<file path="config.mk">
export PLATFORM = sky130hd
export DESIGN_NAME = instr_issuer
export DESIGN_NICKNAME = d
export VERILOG_FILES = /design/src/rtl/instr_issuer.sv
export SDC_FILE = /design/constraint.sdc
export NUM_CORES = 1
export LEC_CHECK = 0
export ABC_AREA = 1
export ABC_CLOCK_PERIOD_IN_PS = 5050
export CORE_MARGIN = 3
export CORE_UTILIZATION = 58
export CTS_CLUSTER_SIZE = 40
export DETAILED_ROUTE_END_ITERATION = 16
export PLACE_DENSITY_LB_ADDON = 0.2
export SETUP_SLACK_MARGIN = 0.15
export SYNTH_ARGS = -nofsm -noshare
export SYNTH_HDL_FRONTEND = slang
export SYNTH_SLANG_ARGS = --single-unit
</file>
<file path="constraint.sdc">
create_clock -name clk -period 5.05 [get_ports clk]
set_clock_uncertainty 0.2 [all_clocks]
set_input_delay 1.01 -clock clk [delete_from_list [all_inputs] [get_ports clk]]
set_output_delay 1.01 -clock clk [all_outputs]
set_load 0.01 [all_outputs]
</file>
<file path="src/rtl/instr_issuer.sv">
`default_nettype none
// ============================================================================
// Module      : instr_issuer
// Description : Mini-CPU instruction issuer; decodes one 16-bit instruction per
//               accept and drives the register-bank read/execute/write protocol.
// Revision    : 1.0 - initial release
// ============================================================================
module instr_issuer (
    input  logic        clk,
    input  logic        rst,
    input  logic        enviar,
    input  logic [15:0] instr,
    output logic [3:0]  mem_raddr1,
    output logic [3:0]  mem_raddr2,
    input  logic [15:0] mem_rdata1,
    input  logic [15:0] mem_rdata2,
    output logic        mem_we,
    output logic [3:0]  mem_waddr,
    output logic [15:0] mem_wdata,
    output logic        mem_clear,
    output logic        busy,
    output logic        done,
    output logic        ovf,
    output logic [15:0] display_value,
    output logic        display_valid
);

    localparam logic [2:0] c_IDLE  = 3'd0;
    localparam logic [2:0] c_FETCH = 3'd1;
    localparam logic [2:0] c_EXEC  = 3'd2;
    localparam logic [2:0] c_WB    = 3'd3;
    localparam logic [2:0] c_CLR   = 3'd4;
    localparam logic [2:0] c_DISP  = 3'd5;

    localparam logic [2:0] c_OP_LOAD    = 3'b000;
    localparam logic [2:0] c_OP_ADD     = 3'b001;
    localparam logic [2:0] c_OP_ADDI    = 3'b010;
    localparam logic [2:0] c_OP_SUB     = 3'b011;
    localparam logic [2:0] c_OP_SUBI    = 3'b100;
    localparam logic [2:0] c_OP_MUL     = 3'b101;
    localparam logic [2:0] c_OP_CLEAR   = 3'b110;
    localparam logic [2:0] c_OP_DISPLAY = 3'b111;

    logic [2:0]  r_state;
    logic [2:0]  w_next;
    logic [15:0] r_instr;
    logic [15:0] r_result;
    logic        r_ovf;
    logic [15:0] r_disp_value;
    logic        r_disp_valid;

    logic [2:0]  w_op;
    logic        w_is_rr;
    logic [3:0]  w_dst;
    logic [15:0] w_imm9;
    logic [15:0] w_a;
    logic [15:0] w_b;
    logic [15:0] w_sum;
    logic [15:0] w_diff;
    logic signed [20:0] w_prod;
    logic        w_mul_ovf;
    logic [15:0] w_alu;
    logic        w_alu_ovf;
    logic        w_sets_ovf;

    // ------------------------------------------------------------------------
    // Decode of the latched instruction
    // ------------------------------------------------------------------------
    assign w_op    = r_instr[15:13];
    assign w_is_rr = (w_op == c_OP_ADD) || (w_op == c_OP_SUB);
    assign w_imm9  = {{7{r_instr[8]}}, r_instr[8:0]};

    always_comb begin
        w_dst = r_instr[8:5];
        if (w_op == c_OP_LOAD)
            w_dst = r_instr[12:9];
        else if (w_is_rr)
            w_dst = r_instr[4:1];
    end

    // ------------------------------------------------------------------------
    // ALU: operands arrive on the read ports during EXEC
    // ------------------------------------------------------------------------
    assign w_a    = mem_rdata1;
    assign w_b    = w_is_rr ? mem_rdata2 : {11'd0, r_instr[4:0]};
    assign w_sum  = w_a + w_b;
    assign w_diff = w_a - w_b;
    // |src| * 31 fits in 21 signed bits, so the product is exact
    assign w_prod = $signed({{5{w_a[15]}}, w_a}) * $signed({16'd0, r_instr[4:0]});
    assign w_mul_ovf = ~((&w_prod[20:15]) | ~(|w_prod[20:15]));
    assign w_sets_ovf = (w_op == c_OP_ADD) || (w_op == c_OP_ADDI) ||
                        (w_op == c_OP_SUB) || (w_op == c_OP_SUBI) ||
                        (w_op == c_OP_MUL);

    always_comb begin
        w_alu     = w_a;
        w_alu_ovf = r_ovf;
        case (w_op)
            c_OP_ADD, c_OP_ADDI: begin
                w_alu     = w_sum;
                w_alu_ovf = (w_a[15] == w_b[15]) && (w_sum[15] != w_a[15]);
            end
            c_OP_SUB, c_OP_SUBI: begin
                w_alu     = w_diff;
                w_alu_ovf = (w_a[15] != w_b[15]) && (w_diff[15] != w_a[15]);
            end
            c_OP_MUL: begin
                w_alu     = w_prod[15:0];
                w_alu_ovf = w_mul_ovf;
            end
            default: begin
                w_alu     = w_a;
                w_alu_ovf = r_ovf;
            end
        endcase
    end

    // ------------------------------------------------------------------------
    // FSM state register
    // ------------------------------------------------------------------------
    always_ff @(posedge clk) begin
        if (rst)
            r_state <= c_IDLE;
        else
            r_state <= w_next;
    end

    // ------------------------------------------------------------------------
    // FSM next-state logic
    // ------------------------------------------------------------------------
    always_comb begin
        w_next = r_state;
        case (r_state)
            c_IDLE: begin
                if (enviar) begin
                    case (instr[15:13])
                        c_OP_LOAD:  w_next = c_WB;
                        c_OP_CLEAR: w_next = c_CLR;
                        default:    w_next = c_FETCH;
                    endcase
                end
            end
            c_FETCH: w_next = c_EXEC;
            c_EXEC:  w_next = (w_op == c_OP_DISPLAY) ? c_DISP : c_WB;
            c_WB:    w_next = c_IDLE;
            c_CLR:   w_next = c_IDLE;
            c_DISP:  w_next = c_IDLE;
            default: w_next = c_IDLE;
        endcase
    end

    // ------------------------------------------------------------------------
    // FSM outputs
    // ------------------------------------------------------------------------
    always_comb begin
        mem_raddr1 = 4'd0;
        mem_raddr2 = 4'd0;
        mem_we     = 1'b0;
        mem_waddr  = 4'd0;
        mem_wdata  = 16'd0;
        mem_clear  = 1'b0;
        done       = 1'b0;
        busy       = (r_state != c_IDLE);
        case (r_state)
            c_FETCH: begin
                mem_raddr1 = r_instr[12:9];
                mem_raddr2 = w_is_rr ? r_instr[8:5] : 4'd0;
            end
            c_WB: begin
                mem_we    = 1'b1;
                mem_waddr = w_dst;
                mem_wdata = (w_op == c_OP_LOAD) ? w_imm9 : r_result;
                done      = 1'b1;
            end
            c_CLR: begin
                mem_clear = 1'b1;
                done      = 1'b1;
            end
            c_DISP: begin
                done = 1'b1;
            end
            default: begin
                mem_we = 1'b0;
            end
        endcase
    end

    // ------------------------------------------------------------------------
    // Datapath registers
    // ------------------------------------------------------------------------
    always_ff @(posedge clk) begin
        if (rst) begin
            r_instr      <= 16'd0;
            r_result     <= 16'd0;
            r_ovf        <= 1'b0;
            r_disp_value <= 16'd0;
            r_disp_valid <= 1'b0;
        end else begin
            if ((r_state == c_IDLE) && enviar)
                r_instr <= instr;
            if (r_state == c_EXEC) begin
                r_result <= w_alu;
                if (w_sets_ovf)
                    r_ovf <= w_alu_ovf;
            end
            if (r_state == c_CLR)
                r_disp_valid <= 1'b0;
            // for DISPLAY the ALU passes rdata1 through into r_result
            if (r_state == c_DISP) begin
                r_disp_value <= r_result;
                r_disp_valid <= 1'b1;
            end
        end
    end

    assign ovf           = r_ovf;
    assign display_value = r_disp_value;
    assign display_valid = r_disp_valid;

endmodule
`default_nettype wire

</file>
==> run notes, run 1 <==
The implementation run finished. STA reports the tightest min-delay check as being of type flip-flop to flip-flop. Standard cell core area landed at 12900 um^2. Looking at the global route congestion table, the highest-usage layer is met2. Ranked by power, first place goes to combinational logic. After layout, the design draws a total of 2410 uW.

The worst setup path is launched from an input pin. Number of I/O pins landed at 101. The synthesis report lists the most area-consuming cells as sky130_fd_sc_hd__nand2_1, sky130_fd_sc_hd__inv_1, sky130_fd_sc_hd__dfxtp_1, sky130_fd_sc_hd__fa_1, sky130_fd_sc_hd__ha_1. Largest net degree at the start of global routing landed at 36. Yosys reported a register bit count of 53.

The most used flip-flop cell after synthesis is sky130_fd_sc_hd__dfxtp_1. Height of the die landed at 122 um. Share of the core filled with cells in the final layout landed at 0.742. In the final design, more cell area goes to logic gates than to any other class.

Counting instances, the worst hold path has a depth of 2. Yosys stat counts 1319 cells in the synthesized netlist. Sorting the synthesis cell report by count puts at the top sky130_fd_sc_hd__nand2_1. The flow reported a cell area power density of 251 nW/um^2. Counting stages on the worst path, the most repeated cell is sky130_fd_sc_hd__nand2_1. Switching power as a fraction of the total was reported as 0.482. Number of inserted filler cells in the final layout landed at 1144.

The setup check on the worst reg-to-reg path leaves a slack of 0.43 ns. STA puts the critical path data arrival time at 4.66 ns. Across all checked pins, the minimum headroom to the slew limit is 0.266. The timing report shows that the slowest cell on the worst path is sky130_fd_sc_hd__fa_1. Number of buffers inserted by post-CTS setup repair landed at 0. Number of buffers inserted by port buffering landed at 100.

Measured in cells, the most critical reg-to-reg path has a length of 21. Cell internal power was estimated by the tool at 1250 uW. Adder-cell area share of the yosys netlist landed at 0.236.

Between the synthesized netlist and the finished layout, the area growth was recorded as 22.4%. The synthesized netlist occupies a cell area of 7840 um^2. Peak supply drop landed at 0.000160 V. Per the timing report, the most critical flop-to-flop path finishes at ovf. Looking at the reg2reg group, the worst path starts from r_instr[2]. Worst slack on hold paths landed at 0.262 ns. Portion of the clock cycle consumed by the worst path in the final layout landed at 0.926. Final worst-path setup slack landed at 0.375 ns.

Per the hold report, the tightest min-delay path originates at display_value[13]. Summing all placed instances gives a cell area of 9350 um^2. After layout, the inverter instance count without clock inverters stands at 291. Measured on the final layout, the clock distribution area share stands at 0.0158. Detailed route wirelength on metal2 landed at 11.2 mm.

Clock tree buffer depth landed at 2. The biggest area contributor in the post-synthesis netlist is sky130_fd_sc_hd__nand2_1. Tracing the worst setup path back leads to its startpoint at mem_rdata1[11]. For reference, the critical path cell chain is clkdlybuf4s15_1 -> buf_4 -> nand2_1 -> fa_1 -> inv_1 -> fa_1 -> inv_1 -> fa_1 -> inv_1 -> ha_1 -> nand2_1 -> inv_1 -> nand2_1 -> nor3_1 -> nand2_1 -> nand2_1 -> nand2_1 -> nand2_1 -> nand2_1 -> nor2_1 -> nand2_1 -> nand3_1 -> a21oi_1. Share of synthesized cell area in and-or and or-and compound cells landed at 0.141. Area share of and/or/nand/nor cells after synthesis landed at 0.318.

Number of gates resized after CTS landed at 3. Final-report hold violation count landed at 0. Number of design-rule violations left by the first detailed-router iteration landed at 851.

In this run the clock root is driven by a sky130_fd_sc_hd__clkbuf_16. 931 cells are multi-input combinational gates. Upper clock frequency limit landed at 0.214 GHz. Power attributed to combinational cells is 1540 uW. Setup repair after global routing left no endpoint under its margin. For hold timing, the worst endpoint is display_value[13]. Actual slew at the worst max-slew pin landed at 1.10 ns.

Tally of unique sky130hd cells used after synthesis landed at 40. At floorplan, the net count of the design was reported as 1488. The H-tree was split into 2 levels. Sequential area share after synthesis landed at 0.135. Half-perimeter wire length of the detailed placement result landed at 19.4 mm. The power report puts the leakage power at 0.00532 uW. Average size of a mapped cell landed at 5.94 um^2. STA classifies the critical path endpoint as a flip-flop.

The run finished with clean final reports. Adding up every negative setup slack in the final design gives 0 ns. Power share of the combinational group landed at 0.640. Initial core utilization landed at 0.606. CTS clock-pin slew for the worst setup and hold paths landed at 0.09 ns. Width of the die landed at 122 um.

Per the layout area report, the combinational gate area comes to 5550 um^2. Area of all sequential standard cells landed at 1060 um^2. Counting I/O delays and the setup requirement, the final critical path takes 4.67 ns.

OpenSTA, run right after detailed placement, puts the worst setup slack at -0.310 ns. The final layout contains a sequential cell count of 53. Number of nets with antenna violations after detailed routing landed at 0.

Stage delay of the slowest cell on the critical path landed at 0.53 ns. At the worst endpoint, the required time is 5.04 ns. After layout, the clock buffer instance count stands at 5. In the routed design, unresolved DRC markers number 0. Number of global-route vias before repair landed at 7811.
**Run 1: routing congestion map**

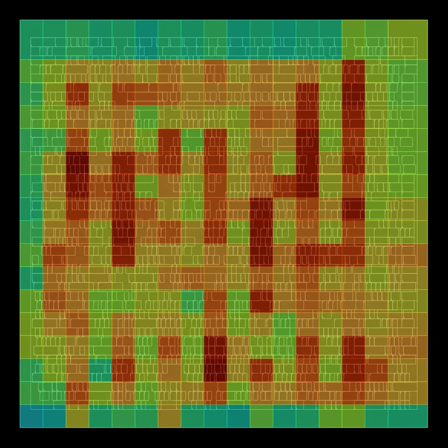
gr usage total: 0.319
drt wl/cell: 15.0 um
met1 Use GR: 0.452

**Run 1: metal layers overlaid**

(3 px per um) Two of the layers only.
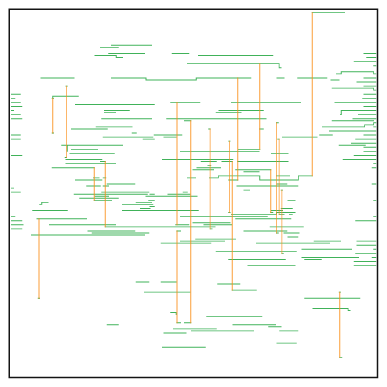
green -> metal 3  # wire length 1850 um
orange -> metal 4  # wire length 569 um
total wirelength of the detailed-routed design: 24.3 mm
total vias in the final route: 8757

**Run 1: a small window of the routed layout**

Window x 46 to 76, y 71 to 101 um. Cells in gray, sequential cells in the stronger gray; small squares are vias.
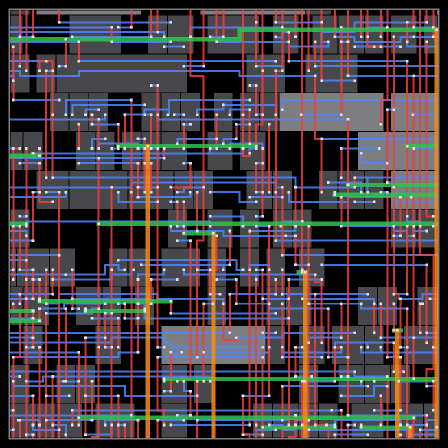
green -> metal 3
red -> metal 2
orange -> metal 4
blue -> metal 1
cells with their middle in the window = 104
netlist names of flops here include = r_result (2), display_value (1)
sequential cells in the window = 3
most frequent = nand2_1 (34), nand3_1 (15), nor2_1 (12)

**Run 1: selected gate families**

(4 px per um)
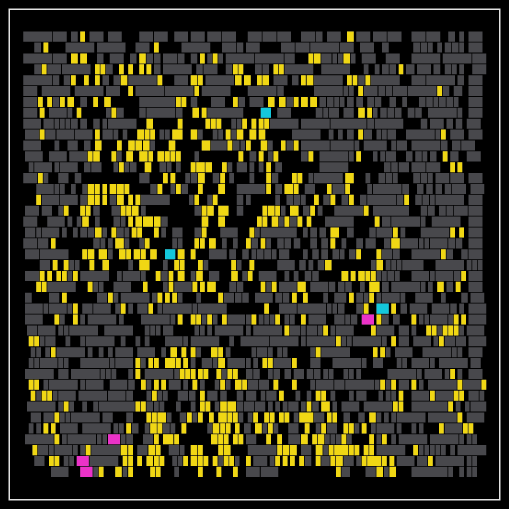
magenta -> XOR/XNOR gates  # cells 4, where bottom left
yellow -> NAND gates  # cells 496, where widely spread
cyan -> AND-OR and OR-AND gates  # cells 3
fraction of area in multi-input gates: 0.579
dominant logic cell type in the layout: sky130_fd_sc_hd__nand2_1
count of placed standard cells in the final layout, fillers left out: 1621

**Run 1: met1 routing**

(3 px per um) Supply wires on this layer in gray.
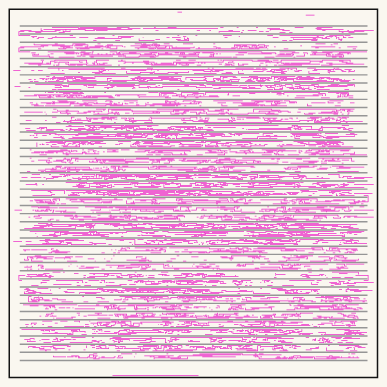

==> inputs of run 2 (changes only) <==
- GPL_ROUTABILITY_DRIVEN: default -> 0
- TNS_END_PERCENT: default -> 50
**Run 2: met1 routing**

(3 px per um) Supply wires on this layer in gray.
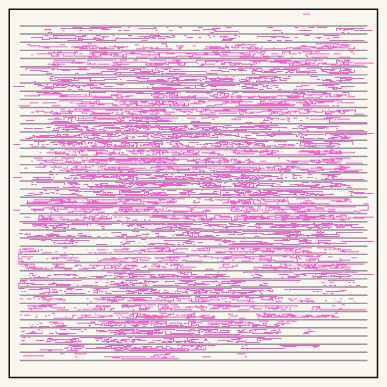
share of all routed wire = 43%
wire length on this layer = 10000 um
nets with wire on the layer = 1500
main direction = horizontal
total vias in the final route: 8827
total wirelength of the detailed-routed design: 23.2 mm
met1 Use GR: 0.431

==> run notes, run 2 <==
The implementation run finished. The tally of unique sky130hd cells used after synthesis is 40 (unchanged). Internal portion of total power landed at 1270 uW (was 1250 uW). Share of synthesized cell area in and-or and or-and compound cells landed at 0.141 (unchanged). The type of the worst min-delay path is flip-flop to flip-flop (unchanged). The actual slew at the worst max-slew pin is 0.938 ns (was 1.10 ns). The critical register-to-register path startpoint is r_instr[0] (was r_instr[2]). The switching share of power came to 0.482 (about the same). The multi-input combinational cell area is 5610 um^2 (was 5550 um^2).

The most used routing layer was met2 (unchanged). The average wire length per cell after detail routing was 14.3 um (was 15.0 um). The number of buffers inserted by post-CTS setup repair is 0 (unchanged). The final-report hold violation count came to 0 (unchanged). The final sequential cell count was 53 (unchanged).

Number of nets with antenna violations after detailed routing landed at 0 (unchanged). RSZ-0062 raised after global routing: false (unchanged). The number of global-route vias before repair is 7757 (was 7811). Global-route usage over all layers landed at 0.304 (was 0.319). Total power per unit cell area landed at 253 nW/um^2 (was 251 nW/um^2). The instance area at placement is 9380 um^2 (was 9350 um^2). Run status: finished clean (unchanged). The endpoint of the worst register-to-register path was ovf (unchanged). Power share of the combinational group landed at 0.651 (was 0.640).

Number of design-rule violations left by the first detailed-router iteration landed at 885 (was 851). Number of buffers inserted by port buffering landed at 100 (unchanged). Total number of H-tree levels landed at 2 (unchanged).

The static leakage is 0.00534 uW (was 0.00532 uW). The most frequent cell after synthesis was sky130_fd_sc_hd__nand2_1 (unchanged). Post-synthesis instance area landed at 7840 um^2 (unchanged).

Worst hold path cell count landed at 2 (unchanged). Sequential area share after synthesis landed at 0.135 (unchanged). The power attributed to combinational cells is 1600 uW (was 1540 uW). The stage delay of the slowest cell on the critical path was 0.56 ns (was 0.53 ns). Minimum setup slack after placement landed at -0.225 ns (was -0.310 ns).

Detailed route wirelength on metal2 landed at 10.5 mm (was 11.2 mm). The most frequent logic cell in the layout is sky130_fd_sc_hd__nand2_1 (unchanged). The adder-cell area share of the yosys netlist came to 0.236 (unchanged). The critical path launch point type is an input pin (unchanged).

Area of all sequential standard cells landed at 1060 um^2 (unchanged). The first element of the critical path is mem_rdata1[1] (was mem_rdata1[11]). Standard cell core area landed at 12900 um^2 (unchanged).

The sort of element at the end of the critical path was a flip-flop (unchanged). CTS clock-pin slew for the worst setup and hold paths landed at 0.07 ns (was 0.09 ns). The number of non-clock inverters is 291 (unchanged). The layout-stage area growth over the synthesis result was 23.4% (was 22.4%). Post-detailed-route DRC marker count landed at 0 (unchanged). The cell accounting for the most synthesized area is sky130_fd_sc_hd__nand2_1 (unchanged).

Net count after synthesis landed at 1488 (unchanged). Biggest area cells: sky130_fd_sc_hd__nand2_1, sky130_fd_sc_hd__inv_1, sky130_fd_sc_hd__dfxtp_1, sky130_fd_sc_hd__fa_1, sky130_fd_sc_hd__ha_1 (unchanged). The worst slack on hold paths is 0.262 ns (about the same). Worst path arrival time landed at 4.66 ns (about the same).

The largest net degree at the start of global routing is 36 (unchanged). The upper clock frequency limit was 0.214 GHz (about the same). The most instantiated flip-flop cell in the synthesis netlist is sky130_fd_sc_hd__dfxtp_1 (unchanged). Portion of the clock cycle consumed by the worst path in the final layout landed at 0.925 (was 0.926). Half-perimeter wire length of the detailed placement result landed at 18.6 mm (was 19.4 mm). The register-to-register setup slack is 0.54 ns (was 0.43 ns). Count of placed standard cells in the final layout, fillers left out landed at 1625 (was 1621).

The clock tree buffer depth came to 2 (unchanged). The setup TNS was 0 ns (unchanged). The number of cells in Yosys stat was 1319 (unchanged). The number of gates resized after CTS is 7 (was 3). Number of logic gates landed at 931 (unchanged).

The standard cell with the maximum stage delay on the critical path is sky130_fd_sc_hd__fa_1 (unchanged).
Power and IR drop assume default switching activity.
